--- src/rtl/relm_fp_pack_if.sv ---
// Valid/ready bundle linking the custom-op result registers, the pack stage and writeback.
interface relm_fp_pack_if #(
    parameter int WD = 32
);
    logic          in_valid;
    logic          in_ready;
    logic [WD-1:0] in_a;
    logic [WD-1:0] in_b;
    logic          out_valid;
    logic          out_ready;
    logic [WD-1:0] out_data;

    modport master (
        output in_valid, in_a, in_b, out_ready,
        input  in_ready, out_valid, out_data
    );

    modport slave (
        input  in_valid, in_a, in_b, out_ready,
        output in_ready, out_valid, out_data
    );
endinterface

--- src/rtl/relm_fp_pack.sv ---
// Normalize/round/pack stage: turns the FADD/FMUL intermediate (flag word + unnormalized
// mantissa with sticky bit) into a packed binary32 word, one operation at a time.
module relm_fp_pack #(
    parameter int WD     = 32,
    parameter int COARSE = 8
) (
    input  logic          clk,
    input  logic          reset,
    relm_fp_pack_if.slave bus
);
    localparam logic [1:0] S_IDLE  = 2'd0;
    localparam logic [1:0] S_NORM  = 2'd1;
    localparam logic [1:0] S_ROUND = 2'd2;
    localparam logic [1:0] S_OUT   = 2'd3;

    localparam logic signed [9:0] E_ONE    = 10'sd1;
    localparam logic signed [9:0] E_COARSE = 10'(COARSE);

    logic [1:0]        state_q, state_d;
    logic [WD-1:0]     res_q, res_d;
    logic              sign_q, sign_d;
    logic signed [9:0] e_q, e_d;
    logic [WD-1:0]     m_q, m_d;
    logic [WD-1:0]     m_step;
    logic signed [9:0] e_step;
    logic              unused_flag_bits;

    assign unused_flag_bits = ^bus.in_b[20:0];

    function automatic logic [31:0] special_pack(input logic s, input logic inf, input logic zero);
        if (inf && zero) return {s, 8'hFF, 1'b1, 22'd0};
        if (inf)         return {s, 8'hFF, 23'd0};
        return {s, 31'd0};
    endfunction

    // Round-to-nearest-even on a mantissa whose hidden one sits at bit 30.
    function automatic logic [31:0] round_pack(input logic s, input logic signed [9:0] e,
                                               input logic [29:0] m);
        logic              inc;
        logic [23:0]       mant_r;
        logic signed [9:0] e_r;
        inc    = m[6] & ((|m[5:0]) | m[7]);
        mant_r = {1'b0, m[29:7]} + {23'd0, inc};
        e_r    = mant_r[23] ? e + E_ONE : e;
        if (e_r <= 10'sd0)   return {s, 31'd0};
        if (e_r >= 10'sd255) return {s, 8'hFF, 23'd0};
        return {s, e_r[7:0], mant_r[22:0]};
    endfunction

    always_comb begin
        state_d = state_q;
        res_d   = res_q;
        sign_d  = sign_q;
        e_d     = e_q;
        m_d     = m_q;
        m_step  = m_q;
        e_step  = e_q;
        case (state_q)
            S_IDLE: begin
                if (bus.in_valid) begin
                    sign_d = bus.in_b[31];
                    e_d    = {2'b00, bus.in_b[30:23]};
                    m_d    = bus.in_a;
                    if (bus.in_b[22] || bus.in_b[21]) begin
                        res_d   = special_pack(bus.in_b[31], bus.in_b[22], bus.in_b[21]);
                        state_d = S_OUT;
                    end else begin
                        state_d = S_NORM;
                    end
                end
            end
            S_NORM: begin
                if (m_q == '0) begin
                    res_d   = '0;
                    state_d = S_OUT;
                end else begin
                    if (m_q[31]) begin
                        m_step = {1'b0, m_q[31:2], m_q[1] | m_q[0]};
                        e_step = e_q + E_ONE;
                    end else if (m_q[30]) begin
                        m_step = m_q;
                        e_step = e_q;
                    end else if (m_q[30:22] == '0) begin
                        m_step = m_q << COARSE;
                        e_step = e_q - E_COARSE;
                    end else begin
                        m_step = m_q << 1;
                        e_step = e_q - E_ONE;
                    end
                    m_d = m_step;
                    e_d = e_step;
                    // A step that lands the hidden one on bit 30 hands straight to ROUND.
                    if (e_step <= 10'sd0) begin
                        res_d   = {sign_q, 31'd0};
                        state_d = S_OUT;
                    end else if (m_step[30]) begin
                        state_d = S_ROUND;
                    end
                end
            end
            S_ROUND: begin
                res_d   = round_pack(sign_q, e_q, m_q[29:0]);
                state_d = S_OUT;
            end
            default: begin
                if (bus.out_ready) state_d = S_IDLE;
            end
        endcase
    end

    always_ff @(posedge clk or posedge reset) begin
        if (reset) begin
            state_q <= S_IDLE;
            res_q   <= '0;
        end else begin
            state_q <= state_d;
            res_q   <= res_d;
        end
    end

    // Datapath operands are always reloaded on accept, so they carry no reset.
    always_ff @(posedge clk) begin
        sign_q <= sign_d;
        e_q    <= e_d;
        m_q    <= m_d;
    end

    assign bus.in_ready  = (state_q == S_IDLE);
    assign bus.out_valid = (state_q == S_OUT);
    assign bus.out_data  = res_q;
endmodule

--- src/flat_wrapper.sv ---
// flat-port wrapper written by rule: the top's interface ports become plain ports
module relm_fp_pack_flat 
#(
    parameter int WD     = 32,
    parameter int COARSE = 8
)
  (clk, reset, bus_in_valid, bus_in_a, bus_in_b, bus_out_ready, bus_in_ready, bus_out_valid, bus_out_data);
  relm_fp_pack_if #(.WD(WD)) bus_i ();
  input  logic clk;
  input  logic reset;
  input wire logic [$bits(bus_i.in_valid)-1:0] bus_in_valid;
  input wire logic [$bits(bus_i.in_a)-1:0] bus_in_a;
  input wire logic [$bits(bus_i.in_b)-1:0] bus_in_b;
  input wire logic [$bits(bus_i.out_ready)-1:0] bus_out_ready;
  output wire logic [$bits(bus_i.in_ready)-1:0] bus_in_ready;
  output wire logic [$bits(bus_i.out_valid)-1:0] bus_out_valid;
  output wire logic [$bits(bus_i.out_data)-1:0] bus_out_data;
  assign bus_i.in_valid = bus_in_valid;
  assign bus_i.in_a = bus_in_a;
  assign bus_i.in_b = bus_in_b;
  assign bus_i.out_ready = bus_out_ready;
  assign bus_in_ready = bus_i.in_ready;
  assign bus_out_valid = bus_i.out_valid;
  assign bus_out_data = bus_i.out_data;
  relm_fp_pack #(.WD(WD), .COARSE(COARSE)) u_core (.clk(clk), .reset(reset), .bus(bus_i));
endmodule
--- config.mk ---
export PLATFORM = sky130hd
export DESIGN_NAME = relm_fp_pack_flat
export DESIGN_NICKNAME = d
export VERILOG_FILES = /design/src/rtl/relm_fp_pack_if.sv /design/src/rtl/relm_fp_pack.sv /design/src/flat_wrapper.sv
export SDC_FILE = /design/constraint.sdc
export NUM_CORES = 1
export LEC_CHECK = 0
export CAP_MARGIN = 10
export CORE_AREA = 2 2 113 115
export DETAILED_ROUTE_END_ITERATION = 12
export DIE_AREA = 0 0 115 117
export PLACE_DENSITY_LB_ADDON = 0.25
export SYNTH_ARGS = -nofsm -noshare
export SYNTH_HDL_FRONTEND = slang
export SYNTH_SLANG_ARGS = --single-unit
--- constraint.sdc ---
create_clock -name clk -period 5.2 [get_ports clk]
set_input_delay 0.52 -clock clk [delete_from_list [all_inputs] [get_ports clk]]
set_output_delay 0.52 -clock clk [all_outputs]
set_load 0.03 [all_outputs]
Figure 1. Gate-type map (run 1).
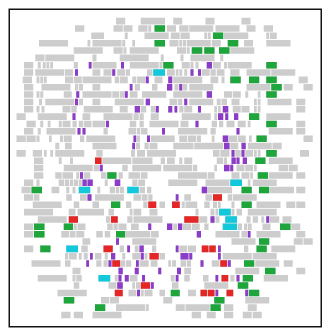
Green marks multiplexers, cells 44, most used mux2_2, where all over the die. Purple marks NAND gates, cells 93, most used nand2_1. Cyan marks adder and majority cells, cells 9, most used ha_1. Red marks AND-OR and OR-AND gates, cells 19, most used a21o_1, where south.
Final Non-Filler Cells: 795
Comb/total area: 45.02%

Figure 2. Sequential cells colored by netlist name (run 1).
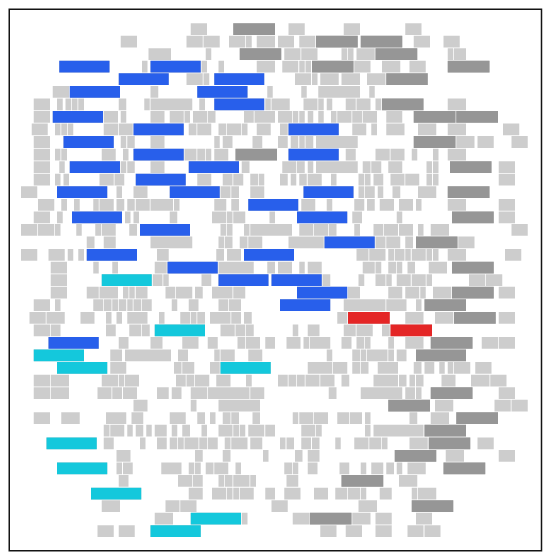
Blue marks u_core.m_q, placed flops 32. Cyan marks u_core.e_q, placed flops 10. Red marks u_core.state_q, placed flops 2.
Another 33 sequential cells are not colored.
Util after Layout: 53.14%
FF/Latch Area: 0.002142 sq mm

==> impl_metrics.csv, run 1 <==
group,metric,value,unit
worst_setup_path,reg2reg_setup_slack,1.44,ns
placement,hpwl,10030,um
worst_setup_path,worst-r2r-cell-count,10,
global_route,grt_pass1_wl,22570,um
sta,period_needed,3.757,ns
clock_network,cts_tree,"done",
worst_setup_path,arrival,3.98,ns
final_layout,lay_top_count,"nor2_1",
worst_setup_path,r2r-end,"u_core.bus.out_data[2]",
worst_setup_path,cp_max_fo,32,
run_status,run_status,"complete, no violations",
floorplanning,rows,41,
floorplanning,dieArea,0.01346,sq mm
floorplanning,floorplan.core_area,0.01231,sq mm
worst_setup_path,r2r_start,"u_core.e_q[0]",
clock_network,cts_max_path_buffers,2,
worst_hold_path,hold_depth,1,
routing,drc,0,
worst_setup_path,crit_path_end_kind,"register",
logic_synthesis,syn_area,0.005353,sq mm
placement,port_buffers,80,
logic_synthesis,yosys_area,0.005353,sq mm
logic_synthesis,synth-seq-area-share,40.02,%
Figure 3. The metal 3 layer (run 1).
The bar under the picture is 20 um long.
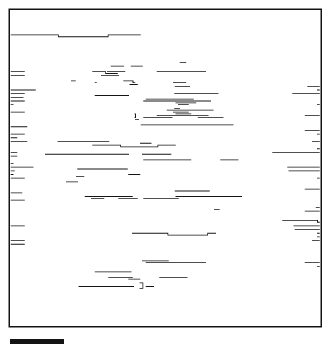
The wires run mostly horizontal. The longest straight run is 34.0 um. The layer holds 6.4% of the routed length.
Detailed Route WL: 13960 um
GR Layer Usage met3: 3.399%

Figure 4. Met2 routing (run 1).
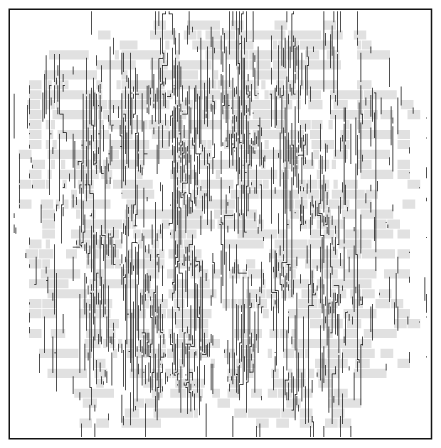
546 nets have wire on it. The wires run mostly vertical. The longest straight run is 50.8 um.
DR vias: 4546
GRT met2 Usage: 33.22%

run 1: metrics by stage:
stage	hold WS, ns	worst slack [ns]
4_1_cts	0.4899	1.452
3_5_place_dp	0.4754	1.481
6_report	0.4908	1.443
3_3_place_gp	0.4696	1.490
2_1_floorplan	0.5173	0.3450
5_1_grt	0.5129	1.143
run 1: cell type report:
| class | count | area (sq um) |
|---|---|---|
| well taps | 150 | 187.7 |
| fillers | 1186 | 5769 |
| clock buffers | 12 | 277.8 |
| repair buffers | 91 | 883.3 |
| inverters | 15 | 56.30 |
| multi-input cells | 446 | 2945 |
| clock inverters | 4 | 50.05 |
| flip-flops and latches | 77 | 2142 |
run 1: power breakdown:
group / switching, uW / internal [uW]
Sequential: 493 / 1030
Clock: 263 / 429
Combinational: 1130 / 845
Total: 1880 / 2310
run 1: registers in the layout, indices dropped and copies added, names as in the netlist:
signal,flops
u_core.sign_q,1
u_core.bus.out_data,32
u_core.state_q,2
u_core.e_q,10
u_core.m_q,32
run 1: worst max-delay path, cell delays in order, from the launching register on:
cell,delay (ns)
edfxtp_1,0.60
inv_1,0.22
ha_1,0.21
nor3b_1,0.33
xnor2_1,0.16
mux2i_1,0.09
a221o_1,0.37
or3_1,0.42
o41ai_4,0.36
o21a_4,0.47
mux2_2,0.39
run 1: routing by layer:
layer	share of wire (%)	track usage, %	wire length (um)	up-vias
li1	-	-	-	2214
met1	47	31.33	6568	2152
met2	46	33.22	6359	168
met3	6.4	3.399	889	12
met4	1.0	5.622	140	0
met5	0	0	0	-
run 1: kinds of logic after synthesis:
family	after synthesis	share of synthesized area, %
AND/OR/NAND/NOR	242	21.83
XOR/XNOR	42	6.873
buffers and inverters	62	5.259
adder cells (fa/ha/maj)	9	2.104
AND-OR/OR-AND	109	14.77
multiplexers	44	9.140
flip-flops	77	40.02
--- run 2 (diff from run 1) ---
- clock period: 5.2 -> 3.1 ns (I/O delays scaled with it)
==> impl_metrics.csv, run 2 <==
group,metric,value,unit
run_status,run_status,"complete, but fails checks",
run_status,violations,"setup timing",
power,comb_power_share,61.4,%
logic_synthesis,ys_sh_aoi,14.77,%
worst_setup_path,path_depth,11,
power,internal-power,4455,uW
placement,hpwl,11250,um
routing,drc,0,
power,seq_cell_power,2070,uW
worst_setup_path,critPathTopFamily,"AND-OR/OR-AND gates",
global_route,grtUsageMet1,31.88,%
sta,setup_ws,-0.002448,ns
logic_synthesis,yosys_area,0.005353,sq mm
worst_setup_path,r2r_start,"u_core.e_q[1]",
worst_setup_path,arrival,3.33,ns
logic_synthesis,ys_sh_xor,6.872,%
routing,dr_total_vias,4892,
logic_synthesis,ys_sh_mux,9.140,%
worst_setup_path,slowest_delay,0.45,ns
floorplanning,rows,41,
power,comb_cell_power,4860,uW
clock_network,cts_max_path_buffers,2,
routing,drt-met1-wl,6986,um
sta,period_needed,3.102,ns
power,swShare,43.66,%
logic_synthesis,simple_gate_area_share,21.83,%
sta,setup_viol,2,
global_route,grt.busiest_layer,"met2",
worst_setup_path,cp_max_fo,11,
global_route,met3_usage,2.626,%
worst_setup_path,slowest_stage,"edfxtp_1",
worst_setup_path,critPathBufInv,2,
power,seq_power_share,26.1,%
worst_setup_path,reg2reg_setup_slack,-0.002,ns
global_route,grt_pass1_wl,24030,um
floorplanning,floorplan.core_area,0.01231,sq mm
==> run 2: worst min-delay path by stage <==
| stage | from | to | slack (ns) | cells past startpoint |
|---|---|---|---|---|
| 6_report | reset | u_core.bus.out_data[2] | 0.37 | 3 |
| 5_1_grt | reset | u_core.bus.out_data[2] | 0.42 | 3 |
| 4_1_cts | reset | u_core.bus.out_data[0] | 0.38 | 3 |
| 3_5_place_dp | u_core.bus.out_data[30] | u_core.bus.out_data[30] | 0.47 | 1 |
| 3_3_place_gp | u_core.bus.out_data[19] | u_core.bus.out_data[19] | 0.47 | 1 |
| 2_1_floorplan | bus_in_b[31] | u_core.sign_q | 0.41 | 0 |
==> run 2: cell type report <==
| cell class | instances | area, sq um |
|---|---|---|
| Clock buffer | 9 | 225.2 |
| Clock inverter | 7 | 51.30 |
| Fill cell | 1095 | 5082 |
| Inverter | 15 | 56.30 |
| Multi-Input combinational cell | 446 | 3070 |
| Sequential cell | 77 | 2142 |
| Tap cell | 150 | 187.7 |
| Timing Repair Buffer | 166 | 1496 |
==> run 2: per-stage QoR <==
| step | worst slack (ns) | setup TNS, ns | power (uW) | utilization [%] | hold WS, ns |
|---|---|---|---|---|---|
| floorplan | 0.003478 | 0 | 4869 | - | 0.4089 |
| global placement | 0.01335 | 0 | 6415 | 54.58 | 0.4669 |
| detailed placement | -0.1117 | -2.829 | 6512 | 54.58 | 0.4737 |
| CTS | 0.002234 | 0 | 7617 | 57.38 | 0.3839 |
| global route | -0.1037 | -2.566 | 8411 | 58.72 | 0.4217 |
| finish | -0.002448 | -0.003189 | 7907 | 58.72 | 0.3687 |
==> run 2: what timing repair did <==
item                       CTS  global route
hold buffers                 0             0
setup endpoints to repair   33            34
setup buffers                6             6
pin swaps                    1             1
gates cloned                 0             1
resized                      6            27
Figure 5. Sequential cells colored by netlist name (run 2).
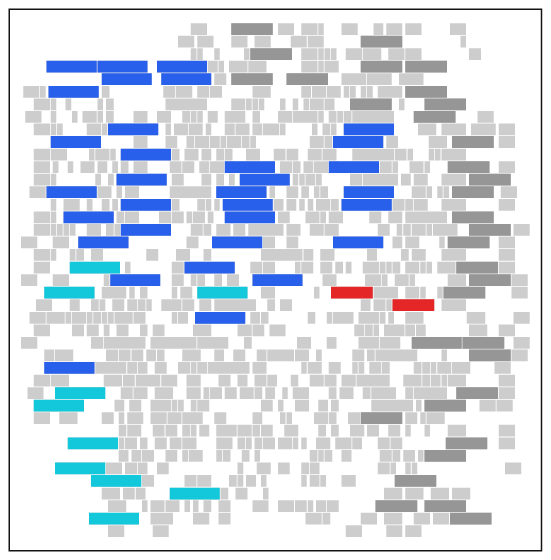
Red marks u_core.state_q, placed flops 2. Cyan marks u_core.e_q, placed flops 10. Blue marks u_core.m_q, placed flops 32.

Figure 6. Gate-type map (run 2).
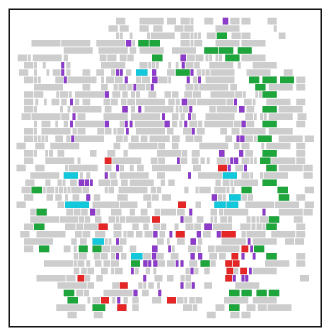
Green marks multiplexers, cells 44, most used mux2_2, where all over the die. Red marks AND-OR and OR-AND gates, cells 19, most used a21o_1. Cyan marks adder and majority cells, cells 9, most used ha_1. Purple marks NAND gates, cells 93, most used nand2_1.
Final Non-Filler Cells: 870
Top cell excl fill/tap: nor2_1
Comb/total area: 42.47%

--- run 3 (diff from run 2) ---
- CAP_MARGIN: 10 -> 40
- GPL_ROUTABILITY_DRIVEN: not set -> 0
- TNS_END_PERCENT: not set -> 10
==> impl_metrics.csv, run 3 <==
group,metric,value,unit
worst_setup_path,r2r-end,"u_core.bus.out_data[13]",
final_layout,fillers,1066,
sta,setup_ws,-0.01214,ns
routing,dr_total_vias,4917,
clock_network,cts_max_path_buffers,2,
worst_setup_path,critPathTopFamily,"AND-OR/OR-AND gates",
worst_setup_path,crit_chain,"inv_2 > ha_4 > nor3b_4 > xnor2_2 > mux2i_1 > a221o_1 > or3_4 > o41ai_4 > o21a_4 > buf_12 > mux2_2",
run_status,run_status,"complete, but fails checks",
floorplanning,floorplan.core_area,0.01231,sq mm
logic_synthesis,ys_sh_xor,6.872,%
logic_synthesis,logic_family,"simple AND/OR/NAND/NOR gates",
logic_synthesis,simple_gate_area_share,21.83,%
worst_setup_path,path_depth,11,
run_status,violations,"setup timing",
logic_synthesis,ys_sh_aoi,14.77,%
routing,wl,14670,um
placement,port_buffers,80,
logic_synthesis,syn_area,0.005353,sq mm
sta,finalSetupTns,-0.05411,ns
floorplanning,dieArea,0.01346,sq mm
worst_setup_path,r2r_start,"u_core.e_q[1]",
logic_synthesis,yosys_area,0.005353,sq mm
logic_synthesis,synth-adder-area-share,2.104,%
worst_setup_path,reg2reg_setup_slack,-0.01,ns
worst_setup_path,slowest_delay,0.45,ns
worst_setup_path,worst-r2r-cell-count,11,
routing,drc,0,
sta,setup_viol,11,
clock_network,cts_tree,"done",
floorplanning,rows,41,
[run 3: repair_timing]
action	CTS	global route
gates resized	3	10
hold buffers	0	0
endpoints found under the setup margin	33	33
pin swaps	0	0
cloned	0	0
buffers inserted	0	1
[run 3: worst max path at each step]
stage / from / endpoint / slack [ns]
2_1_floorplan: u_core.e_q[0] / u_core.bus.out_data[22] / 0.003
3_3_place_gp: u_core.e_q[1] / u_core.bus.out_data[26] / 0.01
3_5_place_dp: u_core.e_q[1] / u_core.bus.out_data[13] / -0.05
4_1_cts: u_core.e_q[1] / u_core.bus.out_data[13] / -0.02
5_1_grt: u_core.e_q[1] / u_core.bus.out_data[16] / -0.13
6_report: u_core.e_q[1] / u_core.bus.out_data[13] / -0.01
[run 3: metrics by stage]
stage,setup slack (ns),utilization [%],instance area (sq um),total power (uW)
2_1_floorplan,0.003478,-,5369,4869
3_3_place_gp,0.01394,54.34,6690,6322
3_5_place_dp,-0.05389,54.56,6718,6506
4_1_cts,-0.01632,57.30,7054,7691
5_1_grt,-0.1258,57.65,7098,8284
6_report,-0.01214,57.65,7098,7814
[run 3: per-layer routing]
layer	wire (um)	share of wire, %	track usage (%)	vias to the layer above
li1	-	-	-	2339
met1	6746	46	31.21	2325
met2	6641	45	35.22	220
met3	958	6.5	3.244	33
met4	325	2.2	7.952	0
met5	0	0	0	-
[run 3: area by class of cell]
cell class	instances	area (sq um)	area share, %
clock buffers	12	246.5	3.473
clock inverters	4	73.82	1.040
inverters	15	56.30	0.7932
multi-input cells	446	3002	42.29
flip-flops and latches	77	2142	30.18
well taps	150	187.7	2.644
repair buffers	152	1390	19.58
[run 3: where the power goes]
part           total (uW)  switching [uW]  internal (uW)
Combinational        4630            2610           2020
Clock                1140             411            728
Sequential           2050             325           1720
Total                7810            3350           4460
Figure 7. Gate-type map (run 3).
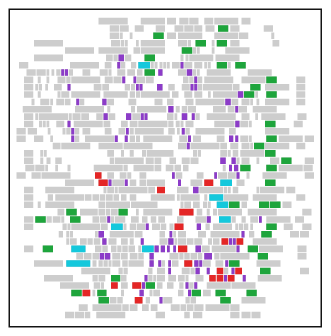
Cyan marks adder and majority cells, cells 9, most used ha_1. Green marks multiplexers, cells 44, most used mux2_2, where all over the die. Red marks AND-OR and OR-AND gates, cells 19, most used a21o_1. Purple marks NAND gates, cells 93, most used nand2_1.

Figure 8. Routing congestion (run 3).
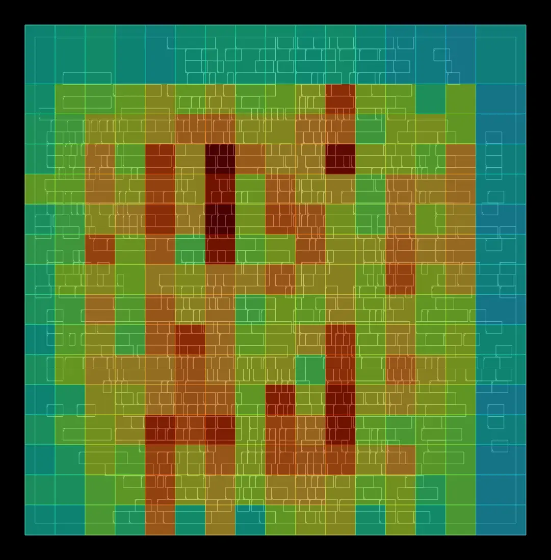
GRT Total Usage: 22.21%
GRT met2 Usage: 35.22%
GR Layer Usage met3: 3.244%

Power figures rest on the tool's default switching activity, not on a simulated workload.
